## src/rtl/mixed_precision_sequencer.sv

```systemverilog
// Multi-channel mixed-precision cycle sequencer: tracks the operand sub-word slice per channel.
// Optional wrap pulse output is built only when MPS_WRAP_PULSE_EN is defined.
module mixed_precision_sequencer #(
  parameter int NCH    = 2,
  parameter int CYC_W  = 3,
  parameter int SKIP_W = 4
) (
  input  logic                                   clk,
  input  logic                                   rst,
  input  logic                                   setback_i,
  input  logic [((NCH > 1) ? $clog2(NCH) : 1)-1:0] ch_sel_i,
  input  logic [1:0]                             act_fmt_i,
  input  logic [1:0]                             wgt_fmt_i,
  input  logic [SKIP_W-1:0]                      skip_size_i,
  input  logic                                   dotp_valid_i,
  input  logic                                   csr_we_i,
  input  logic [CYC_W-1:0]                       csr_wdata_i,
  output logic [NCH*CYC_W-1:0]                   cycle_o,
  output logic [NCH-1:0]                         wcsr_o,
  output logic [NCH*2-1:0]                       mux_sel_o,
  output logic [NCH-1:0]                         wrap_o
);

  localparam int CS_W = (NCH > 1) ? $clog2(NCH) : 1;
  localparam int LW   = (CYC_W > 4) ? CYC_W : 4;
  localparam logic [SKIP_W:0] SKIP_ONE = 1;

  typedef enum logic [1:0] {
    MPC_CSR       = 2'd0,
    MPC_CSR_WRITE = 2'd1,
    MPC_MIX_CNTRL = 2'd2
  } mpc_sel_e;

  logic [CYC_W-1:0]  cycle_q [NCH];
  logic [CYC_W-1:0]  cycle_d [NCH];
  logic [SKIP_W-1:0] skip_q  [NCH];
  logic [SKIP_W-1:0] skip_d  [NCH];
  mpc_sel_e          sel_q   [NCH];
  mpc_sel_e          sel_d   [NCH];
  logic [NCH-1:0]    wcsr_q, wcsr_d;
`ifdef MPS_WRAP_PULSE_EN
  logic [NCH-1:0]    wrap_q, wrap_d;
`endif

  // Cycle limit: one slice per narrow operand packed in the wide one, clamped to the counter range.
  logic [1:0]       fmt_diff;
  logic [LW-1:0]    ratio_max, cyc_max;
  logic [CYC_W-1:0] limit;
  logic [SKIP_W:0]  skip_inc [NCH];

  assign fmt_diff  = (act_fmt_i >= wgt_fmt_i) ? act_fmt_i - wgt_fmt_i : wgt_fmt_i - act_fmt_i;
  assign ratio_max = (LW'(1) << fmt_diff) - LW'(1);
  assign cyc_max   = LW'({CYC_W{1'b1}});
  assign limit     = (ratio_max > cyc_max) ? CYC_W'(cyc_max) : CYC_W'(ratio_max);

  always_comb begin
    // NOTE: every next-state signal takes a default before any branch, so no latch is inferred.
    wcsr_d = '0;
`ifdef MPS_WRAP_PULSE_EN
    wrap_d = '0;
`endif
    for (int c = 0; c < NCH; c++) begin
      cycle_d[c]  = cycle_q[c];
      skip_d[c]   = skip_q[c];
      sel_d[c]    = MPC_CSR;
      skip_inc[c] = {1'b0, skip_q[c]} + SKIP_ONE;
      if (ch_sel_i == CS_W'(c) && csr_we_i) begin
        cycle_d[c] = (csr_wdata_i <= limit) ? csr_wdata_i : '0;
        skip_d[c]  = '0;
        sel_d[c]   = MPC_CSR_WRITE;
      end else if (ch_sel_i == CS_W'(c) && dotp_valid_i) begin
        sel_d[c] = MPC_MIX_CNTRL;
        if (skip_inc[c] < {1'b0, skip_size_i}) begin
          skip_d[c] = skip_inc[c][SKIP_W-1:0];
        end else begin
          skip_d[c] = '0;
          if (limit != '0) begin
            wcsr_d[c] = 1'b1;
            if (cycle_q[c] >= limit) begin
              cycle_d[c] = '0;
`ifdef MPS_WRAP_PULSE_EN
              wrap_d[c]  = 1'b1;
`endif
            end else begin
              cycle_d[c] = cycle_q[c] + CYC_W'(1);
            end
          end
        end
      end
    end
  end

  always_ff @(posedge clk) begin
    if (rst || setback_i) begin
      for (int c = 0; c < NCH; c++) begin
        cycle_q[c] <= '0;
        skip_q[c]  <= '0;
        sel_q[c]   <= MPC_CSR;
      end
      wcsr_q <= '0;
`ifdef MPS_WRAP_PULSE_EN
      wrap_q <= '0;
`endif
    end else begin
      // NOTE: non-blocking updates so every register samples pre-edge values of its peers.
      cycle_q <= cycle_d;
      skip_q  <= skip_d;
      sel_q   <= sel_d;
      wcsr_q  <= wcsr_d;
`ifdef MPS_WRAP_PULSE_EN
      wrap_q  <= wrap_d;
`endif
    end
  end

  for (genvar k = 0; k < NCH; k++) begin : g_out
    assign cycle_o[k*CYC_W +: CYC_W] = cycle_q[k];
    assign mux_sel_o[k*2 +: 2]       = sel_q[k];
  end

  assign wcsr_o = wcsr_q;
`ifdef MPS_WRAP_PULSE_EN
  assign wrap_o = wrap_q;
`else
  assign wrap_o = '0;
`endif

endmodule

```

## config.mk

```make
export PLATFORM = sky130hd
export DESIGN_NAME = mixed_precision_sequencer
export DESIGN_NICKNAME = d
export VERILOG_FILES = /design/src/rtl/mixed_precision_sequencer.sv
export SDC_FILE = /design/constraint.sdc
export NUM_CORES = 1
export LEC_CHECK = 0
export CORE_MARGIN = 5
export CORE_UTILIZATION = 30
export DETAILED_ROUTE_END_ITERATION = 6
export PLACE_DENSITY_LB_ADDON = 0.25
export SYNTH_ARGS = -nofsm -noshare
export SYNTH_HDL_FRONTEND = slang
export SYNTH_SLANG_ARGS = --single-unit
```

## constraint.sdc

```tcl
create_clock -name clk -period 5.6 [get_ports clk]
set_input_delay 1.4 -clock clk [delete_from_list [all_inputs] [get_ports clk]]
set_output_delay 1.4 -clock clk [all_outputs]
set_load 0.005 [all_outputs]
```

==> impl_metrics.csv <==
group,metric,value,unit
cts,clk_pin_slew,0.07,ns
sta,final-hold-violation-count,0,
finish,layout_top_cell,"clkdlybuf4s50_1",
cts,cts_tree,"done",
place,numPortBuffers,28,
yosys,postSynthCellCount,177,
flow_run,warnings,28,
drt,num_vias,1300,
yosys,yosysCellCount,177,
finish,finish.utilization,39.5,%
setup_path,r2r-end,"cycle_o[0]",
finish,biggestCellCategory,"logic gates",
sta,setup_viol,0,
finish,buffers_excl_clock,28,
yosys,simple_gate_share,25.6,%
power_and_ir_drop,swShare,28.7,%
drt,drtIter0Drc,42,
setup_path,worst-path-stages,15,
sta,fin_crit_sh,77.1,%
sta,setup_ws,1.28,ns
die,core.rowCount,25,
cts,worstSkewPairLatency,0.26,ns
global_routing,track_usage,11.2,%
yosys,top_cells_by_count,"dfxtp_1 (20), ha_1 (19), nor2_1 (19)",
cts,h-tree-depth,1,
power_and_ir_drop,power.density,189,nW/µm²
setup_path,crit_required,5.78,ns
finish,seq_cells,20,
finish,area_delta_synth_final,27.0,%
power_and_ir_drop,comb_power_share,27.5,%
finish,logic_gate_count,142,
finish,largest_reg_flops,8,
place,gp_congestion,0.822,
setup_path,critPathTopFamily,"adder cells",
die,pin_count,31,
finish,inv_count,12,
yosys,top_cell_area_share,27.3,%
setup_path,critPathBufInv,3,
power_and_ir_drop,power_frac_clock,30.9,%
sta,fin_hold_ws,0.476,ns
yosys,logic_family,"simple AND/OR/NAND/NOR gates",
die,die_y,80.0,µm
yosys,syn_area,1470,µm²
finish,comb_area_share,53.7,%
setup_path,reg2reg_depth,9,
drt,wl_per_cell,12.0,µm
cts,clock-sinks,20,
yosys,mux_area_share,0.681,%
yosys,synth-compound-area-share,17.9,%
min_path,hold_path.class,"reg -> reg",
setup_path,cpMaxStageDelayCell,"clkdlybuf4s50_1",
yosys,synth-xor-area-share,5.96,%
finish,largest-register,"skip_q",
cts,clockRootBuffer,"clkbuf_8",
setup_path,crit_path_max_fanout,6,
global_routing,grt_max_degree,12,
power_and_ir_drop,internal_power,252,µW
finish,logic_area,1000,µm²
finish,layout.nets,244,
place,dp_slack,0.990,ns
power_and_ir_drop,p_seq_share,41.7,%
sta,skew,0.00118,ns
finish,final-seq-area,400,µm²
drt,viasPerCell,4.76,
yosys,ys_seq_share,27.3,%
sta,tns,0,ns
yosys,largest_area_cell,"dfxtp_1",
cts,cts_resized,0,
sta,fin_crit,4.32,ns
yosys,edf_count,0,
finish,fillers,497,
yosys,most_common_cell,"dfxtp_1",
drt,antenna_left,0,
place,post-dp-hpwl,2700,µm
power_and_ir_drop,p_sw,101,µW
finish,n_clock_buffer,4,
finish,area_share_clock_buf_inv,2.95,%
setup_path,r2r_start,"skip_q[4]",
sta,slew_violations,0,
die,coreArea,4720,µm²
setup_path,arrival,4.50,ns
yosys,topCellsByArea,"dfxtp_1 (27%), ha_1 (16%), nor2_1 (4.9%), nand3_1 (4.4%), a21oi_1 (3.7%)",
global_routing,grt_pass1_vias,1338,
setup_path,ff2ff_setup_slack,3.36,ns
yosys,async_flop_share,0,%
min_path,hold_path.startpoint,"skip_q[5]",
setup_path,path_class,"in -> reg",
drt,route.final.wire_length,3270,µm
cts,cts_buffers,3,
setup_path,critPathLaunchType,"input pin",
finish,diodes,0,
yosys,ys_area,1470,µm²
die,die_area,6400,µm²
power_and_ir_drop,p_leak,0.774,nW
yosys,ff_type,"dfxtp_1",
finish,seq_area_share,21.5,%
die,die_w,80.0,µm
yosys,synth_flops,20,
power_and_ir_drop,finalPower,353,µW
setup_path,max_stage_delay,0.48,ns
finish,buffer_area_share,15.0,%
cts,clockBufferDepth,2,
drt,first_pass_iters,4,
finish,layout-drive-gt1-share,6.31,%
global_routing,antenna_found_initial,0,
yosys,synth_warnings,0,
die,taps,67,
setup_path,path_cells,"clkdlybuf4s50_1 -> inv_1 -> ha_1 -> fa_1 -> nand2b_1 -> mux2i_1 -> nor2b_1 -> inv_1 -> ha_1 -> nor2_1 -> and3_1 -> a41oi_1 -> and3_1 -> a21oi_1 -> a211oi_2",
setup_path,endpoint,"cycle_o[3]",
drt,remaining_drc_errors,0,
power_and_ir_drop,peakVddDrop,0.0000712,V
cts,holdBufCountCts,0,
die,initCoreUtil,31.1,%
setup_path,worstSetupEndpointType,"flip-flop",
sta,fmax,0.232,GHz
yosys,synthAdderAreaFrac,17.5,%
flow_run,drv_cap,0,
min_path,whs_endpoint,"skip_q[5]",
sta,rsz0062_at_grt,"false",
global_routing,grt_pass1_wl,5780,µm
yosys,avgSynthCellArea,8.30,µm²
global_routing,overflow,0,
finish,lay_top_cells,"clkdlybuf4s50_1 (28), dfxtp_1 (20), nor2_1 (19), ha_1 (19)",
yosys,synth_cell_types,43,
cts,postCtsSetupRepairBufs,0,
outcome,outcome,"complete, no violations",
setup_path,crit_start,"act_fmt_i[0]",
min_path,holdPathStages,2,
## through the flow
stage / cells / instance area [µm²]
detailed placement: 269 / 1810
finish: 273 / 1870
global placement: 269 / 1810
floorplan: 178 / 1470
CTS: 273 / 1870
global route: 273 / 1870
## power groups by stage
stage	registers (mW)	clock network [mW]	logic [mW]
3_3_place_gp	0.151	0	0.0958
6_report	0.147	0.109	0.0970
4_1_cts	0.147	0.113	0.0971
5_1_grt	0.148	0.119	0.110
2_1_floorplan	0.150	0	0.0655
3_5_place_dp	0.151	0	0.0967
## routing by layer
layer / GRT usage [%] / part of all wire (%) / up-vias
li1: - / - / 681
met1: 14.1 / 48 / 583
met2: 18.7 / 45 / 29
met3: 2.26 / 5.0 / 7
met4: 4.05 / 1.9 / 0
met5: 0 / 0 / -
==> images/met1.png <==
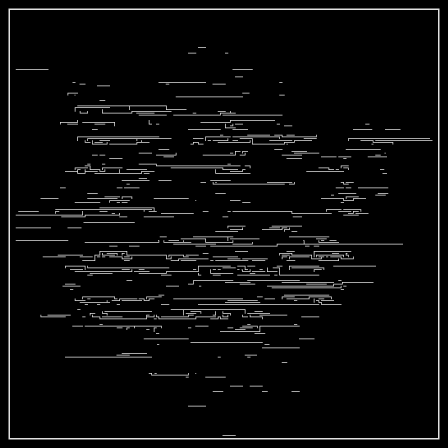
main direction: horizontal
share of all routed wire: 48%
longest straight run: 23.5 µm
nets with wire on the layer: 219
wire length on this layer: 1560 µm

==> images/met2.png <==
Scale bar: 20 µm. Cells faint in the background.
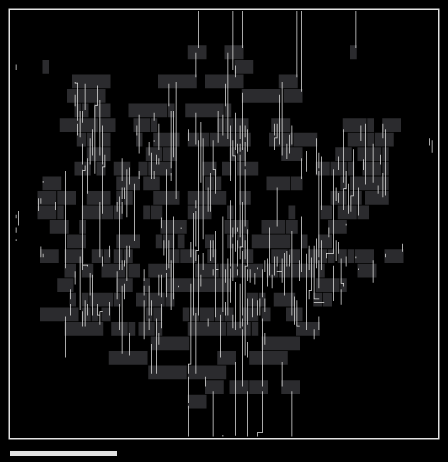
wire length on this layer: 1480 µm
nets with wire on the layer: 197
longest straight run: 21.8 µm
share of all routed wire: 45%

==> images/met3.png <==
Scale bar: 20 µm.
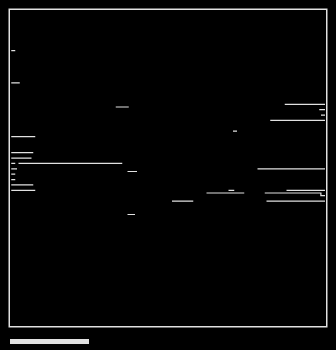
wire length on this layer: 163 µm
share of all routed wire: 5.0%
nets with wire on the layer: 23

Power figures rest on the tool's default switching activity, not on a simulated workload.
